File: src/rtl/wordle_guess_encoder.sv
// Guess-word encoder: maps active-low 7-segment letter patterns back to letter
// indices and switch codes. Optional echo_segment output behind WORDLE_GUESS_ECHO_EN.
module wordle_guess_encoder #(
  parameter int WORD_LEN = 5,
  parameter int CW       = $clog2(WORD_LEN + 1)
) (
  input  logic                    clock,
  input  logic                    reset,
  input  logic                    seg_valid,
  output logic                    seg_ready,
  input  logic [6:0]              seg_pattern,
  input  logic                    backspace,
  input  logic                    clear,
  output logic                    word_valid,
  input  logic                    word_ready,
  output logic [5*WORD_LEN-1:0]   word_letters,
  output logic [10*WORD_LEN-1:0]  word_switch,
  output logic [CW-1:0]           letter_count,
  output logic                    bad_pattern,
`ifdef WORDLE_GUESS_ECHO_EN
  output logic [6:0]              echo_segment,
`endif
  output logic                    dbg_state
);

  localparam int IW = $clog2(WORD_LEN);

  // Both ports use valid/ready: a transfer happens on a rising edge where
  // valid && ready; word_valid is held with stable data until that transfer
  // (only clear may withdraw it).
  typedef enum logic {ST_COLLECT = 1'b0, ST_PRESENT = 1'b1} state_t;

  state_t                   r_state, w_state_nxt;
  logic [CW-1:0]            r_count, w_count_nxt;
  logic [WORD_LEN-1:0][4:0] r_slots, w_slots_nxt;
  logic                     r_bad, w_bad_nxt;
  logic                     w_pat_ok;
  logic [4:0]               w_pat_idx;
  logic [IW-1:0]            w_wr_idx, w_bs_idx;

  function automatic logic [9:0] sw_code(input logic [4:0] idx);
    logic [9:0] c;
    logic [3:0] b;
    c    = '0;
    b    = 4'd9 - 4'(idx % 5'd7);
    c[b] = 1'b1;
    case (idx / 5'd7)
      5'd0:    c[2:0] = 3'b000;
      5'd1:    c[2:0] = 3'b001;
      5'd2:    c[2:0] = 3'b010;
      default: c[2:0] = 3'b100;
    endcase
    return c;
  endfunction

  always_comb begin
    w_pat_ok  = 1'b1;
    w_pat_idx = 5'd0;
    case (seg_pattern)
      7'b0001000: w_pat_idx = 5'd0;
      7'b1100000: w_pat_idx = 5'd1;
      7'b0110001: w_pat_idx = 5'd2;
      7'b1000010: w_pat_idx = 5'd3;
      7'b0110000: w_pat_idx = 5'd4;
      7'b0111000: w_pat_idx = 5'd5;
      7'b0000100: w_pat_idx = 5'd6;
      7'b1101000: w_pat_idx = 5'd7;
      7'b1001111: w_pat_idx = 5'd8;
      7'b1000111: w_pat_idx = 5'd9;
      7'b1111000: w_pat_idx = 5'd10;
      7'b1110001: w_pat_idx = 5'd11;
      7'b1101010: w_pat_idx = 5'd12;
      7'b1011010: w_pat_idx = 5'd13;
      7'b0000001: w_pat_idx = 5'd14;
      7'b0011000: w_pat_idx = 5'd15;
      7'b0001100: w_pat_idx = 5'd16;
      7'b1111010: w_pat_idx = 5'd17;
      7'b0100100: w_pat_idx = 5'd18;
      7'b1001110: w_pat_idx = 5'd19;
      7'b1000001: w_pat_idx = 5'd20;
      7'b1101011: w_pat_idx = 5'd21;
      7'b1001001: w_pat_idx = 5'd22;
      7'b1001000: w_pat_idx = 5'd23;
      7'b1000100: w_pat_idx = 5'd24;
      7'b0010010: w_pat_idx = 5'd25;
      default:    w_pat_ok  = 1'b0;
    endcase
  end

  assign w_wr_idx = IW'(r_count);
  assign w_bs_idx = IW'(r_count - CW'(1));

  always_comb begin
    w_state_nxt = r_state;
    w_count_nxt = r_count;
    w_slots_nxt = r_slots;
    w_bad_nxt   = 1'b0;
    if (clear) begin
      w_state_nxt = ST_COLLECT;
      w_count_nxt = '0;
      w_slots_nxt = '0;
    end else if (r_state == ST_COLLECT) begin
      if (backspace) begin
        if (r_count != '0) begin
          w_count_nxt           = r_count - CW'(1);
          w_slots_nxt[w_bs_idx] = 5'd0;
        end
      end else if (seg_valid) begin
        if (w_pat_ok) begin
          w_slots_nxt[w_wr_idx] = w_pat_idx;
          w_count_nxt           = r_count + CW'(1);
          if (w_count_nxt == CW'(WORD_LEN)) w_state_nxt = ST_PRESENT;
        end else begin
          w_bad_nxt = 1'b1;
        end
      end
    end else if (word_ready) begin
      w_state_nxt = ST_COLLECT;
      w_count_nxt = '0;
      w_slots_nxt = '0;
    end
  end

  always_ff @(posedge clock or posedge reset) begin
    if (reset) begin
      r_state <= ST_COLLECT;
      r_count <= '0;
      r_slots <= '0;
      r_bad   <= 1'b0;
    end else begin
      r_state <= w_state_nxt;
      r_count <= w_count_nxt;
      r_slots <= w_slots_nxt;
      r_bad   <= w_bad_nxt;
    end
  end

  assign seg_ready    = (r_state == ST_COLLECT) && !backspace && !clear;
  assign word_valid   = (r_state == ST_PRESENT);
  assign word_letters = r_slots;
  assign letter_count = r_count;
  assign bad_pattern  = r_bad;
  assign dbg_state    = r_state;

  // Slot 0 (letter A) has a non-zero switch code, so empty slots are masked.
  for (genvar g = 0; g < WORD_LEN; g++) begin : g_sw
    assign word_switch[10*g +: 10] = (CW'(g) < r_count) ? sw_code(r_slots[g]) : 10'd0;
  end

`ifdef WORDLE_GUESS_ECHO_EN
  logic [6:0] r_echo;
  logic       w_echo_load, w_echo_blank;

  assign w_echo_blank = clear || ((r_state == ST_COLLECT) && backspace) ||
                        ((r_state == ST_PRESENT) && word_ready);
  assign w_echo_load  = seg_valid && seg_ready && w_pat_ok;

  always_ff @(posedge clock or posedge reset) begin
    if (reset)             r_echo <= 7'h7F;
    else if (w_echo_blank) r_echo <= 7'h7F;
    else if (w_echo_load)  r_echo <= seg_pattern;
  end

  assign echo_segment = r_echo;
`endif

endmodule

File: config.mk
export PLATFORM = sky130hd
export DESIGN_NAME = wordle_guess_encoder
export DESIGN_NICKNAME = d
export VERILOG_FILES = /design/src/rtl/wordle_guess_encoder.sv
export SDC_FILE = /design/constraint.sdc
export NUM_CORES = 1
export LEC_CHECK = 0
export ABC_AREA = 1
export ABC_CLOCK_PERIOD_IN_PS = 2950
export CAP_MARGIN = 20
export CORE_UTILIZATION = 30
export DETAILED_ROUTE_END_ITERATION = 12
export PLACE_DENSITY = 0.59
export SLEW_MARGIN = 10
export SYNTH_ARGS = -nofsm -noshare
export SYNTH_HDL_FRONTEND = slang
export SYNTH_SLANG_ARGS = --single-unit
File: constraint.sdc
create_clock -name clock -period 2.95 [get_ports clock]
set_clock_uncertainty 0.05 [all_clocks]
set_input_delay 0.295 -clock clock [delete_from_list [all_inputs] [get_ports clock]]
set_output_delay 0.295 -clock clock [all_outputs]
set_load 0.005 [all_outputs]
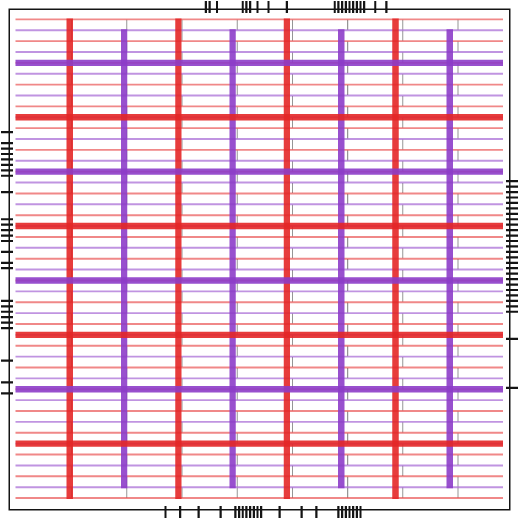
**Above:** supply network.
Drawn at 4 px/µm. Pins as bars on the die edge. Tap cells in grey.
Key: VSS = red; VDD = purple
The core has 44 rows. 184 tap cells. 45 met1 rails follow the rows. 95 signal pins sit on the boundary. 8 straps on met4.

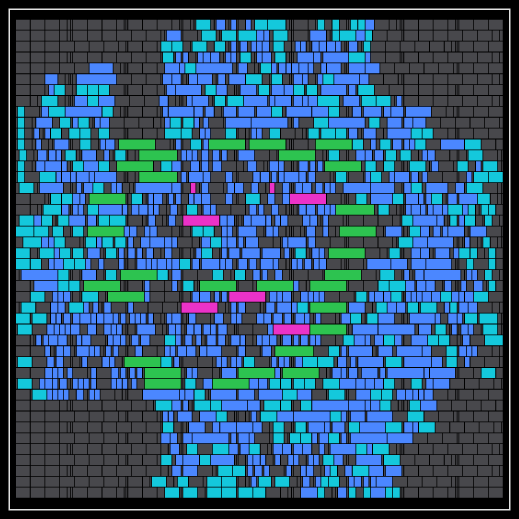
**Above:** placement by cell class.
Drawn at 4 px/µm. Fill, decap, tap and diode cells in grey.
Key: remaining buffers and delay cells = cyan [cells 282]; clock drivers and dummy loads = magenta [cells 7]; combinational and other logic = blue [cells 706]; sequential cells = green [cells 30]

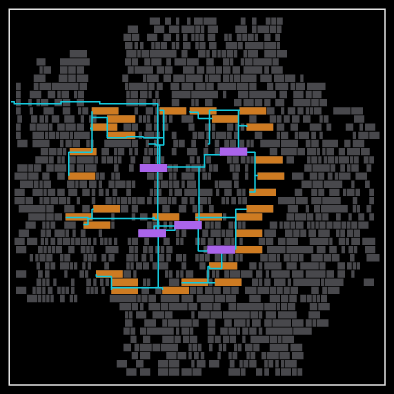
**Above:** clock network drawn from the DEF.
Drawn at 3 px/µm.
Key: clock wires = cyan [length 492 µm]; flip-flops = orange [count 30]; clock drivers = purple [count 5]
There are 6 routed clock nets.

==> run notes <==
Reports from this run.

- The flow ran to the end, but the final reports show violations.
- The final reports fail on setup timing.
- The number of port buffers reads 94.
- The total area of multi-input combinational cells reads 4280 µm².
- The terminus of the critical flop-to-flop path reads word_letters[0].
- The number of distinct library cells after synthesis reads 47.
- The count of warnings emitted by yosys is 0.
- The final layout report lists a non-clock inverter count of 89.
- The upper clock frequency limit is 326 MHz.
- The portion of total power attributed to combinational logic reads 0.796.
- For reference, the top logic cell family by area is simple AND/OR/NAND/NOR gates.
- For reference, the clock transition at the flip-flops on the worst setup and hold paths is 0.05 ns.
- The chip width is 125 µm.
- The smallest clock period supported by the final layout is computed as 3.06 ns.
- Pin placement for this block handled 95 I/O pins.
- Once routing completed, OpenROAD measured the worst setup slack at -0.114 ns.
- The total negative slack reads -0.830 ns.
- The hold violation count in the final report is 0.
- The count of final max-slew check failures is 0.
- The total number of vias is 5933.
- The area inside the core boundary reads 14600 µm².
- By area the synthesized netlist is led by sky130_fd_sc_hd__dfrtp_1 (17%), sky130_fd_sc_hd__nand2_1 (15%), sky130_fd_sc_hd__nand3_1 (8.6%), sky130_fd_sc_hd__nor2_1 (7.7%), sky130_fd_sc_hd__a21oi_1 (6.8%).
- STA classifies the critical path endpoint as a primary output.
- The count of flip-flops and latches reads 30.
- The clock latency at the later pin of the worst-skew pair is 0.27 ns.
- The initial core utilization is 0.310.
- The last timing report of the flow puts the setup violation total at 17.
- The number of synthesized register bits reads 30.
through the flow:
| step | hold WS, ns | utilization | power (W) | instances | cell area [µm²] |
|---|---|---|---|---|---|
| 3_3_place_gp | 0.529 | 0.448 | 0.00354 | 1138 | 6540 |
| 6_report | 0.364 | 0.554 | 0.00530 | 1209 | 8080 |
| 3_5_place_dp | 0.541 | 0.448 | 0.00356 | 1138 | 6540 |
| 2_1_floorplan | 0.336 | - | 0.00230 | 755 | 4520 |
| 4_1_cts | 0.385 | 0.507 | 0.00465 | 1190 | 7390 |
| 5_1_grt | 0.432 | 0.554 | 0.00576 | 1209 | 8080 |
metal layers:
layer,share of wire,vias up,track usage
met2,0.50,139,0.316
met3,0.041,18,0.0249
met4,0.014,0,0.0418
li1,-,3066,-
met1,0.45,2710,0.241
met5,0,-,0
registers in the layout (all words and copies together) (netlist names):
| signal | flops |
|---|---|
| dbg_state | 1 |
| bad_pattern | 1 |
| letter_count | 3 |
| word_letters | 25 |
worst min-delay path by stage:
| stage | start | endpoint | slack (ns) | depth (start not counted) |
|---|---|---|---|---|
| after floorplan | reset | bad_pattern | 0.34 | 1 |
| after global placement | word_letters[6] | word_letters[6] | 0.53 | 3 |
| after detailed placement | word_letters[6] | word_letters[6] | 0.54 | 3 |
| after CTS | reset | word_letters[11] | 0.39 | 3 |
| after global routing | reset | dbg_state | 0.43 | 3 |
| final | reset | word_letters[11] | 0.36 | 3 |
timing repair:
item                       4_1_cts  5_1_grt
pin swaps                       81       97
buffers inserted                45       21
setup endpoints to repair       44       44
resized                        250      153
cell usage in the layout (no fill, tap or decap), types with 3 or more instances in the layout:
master and count:
sky130_fd_sc_hd__nand2_4 28, sky130_fd_sc_hd__clkdlybuf4s50_1 47, sky130_fd_sc_hd__inv_4 11, sky130_fd_sc_hd__buf_4 156
sky130_fd_sc_hd__nor2_2 18, sky130_fd_sc_hd__nand2_1 135, sky130_fd_sc_hd__nand3_2 29, sky130_fd_sc_hd__dfrtp_1 26
sky130_fd_sc_hd__dfrtp_2 4, sky130_fd_sc_hd__nor3_1 15, sky130_fd_sc_hd__ha_4 14, sky130_fd_sc_hd__a31oi_1 4
sky130_fd_sc_hd__a21oi_1 59, sky130_fd_sc_hd__nor2_1 75, sky130_fd_sc_hd__nand3_1 50, sky130_fd_sc_hd__a21oi_4 4
sky130_fd_sc_hd__buf_6 31, sky130_fd_sc_hd__ha_2 3, sky130_fd_sc_hd__xor2_2 4, sky130_fd_sc_hd__buf_2 31
sky130_fd_sc_hd__clkbuf_16 5, sky130_fd_sc_hd__o21ai_0 10, sky130_fd_sc_hd__o21ai_4 3, sky130_fd_sc_hd__dlymetal6s2s_1 7
sky130_fd_sc_hd__inv_2 9, sky130_fd_sc_hd__inv_1 67, sky130_fd_sc_hd__ha_1 5, sky130_fd_sc_hd__or2_4 3
sky130_fd_sc_hd__or2_2 4, sky130_fd_sc_hd__dlygate4sd2_1 6, sky130_fd_sc_hd__o21ai_2 8, sky130_fd_sc_hd__nand4_1 39
sky130_fd_sc_hd__nor2_4 10, sky130_fd_sc_hd__nand2_2 48, sky130_fd_sc_hd__nand3_4 22, sky130_fd_sc_hd__clkbuf_2 3
Power and IR drop assume default switching activity.
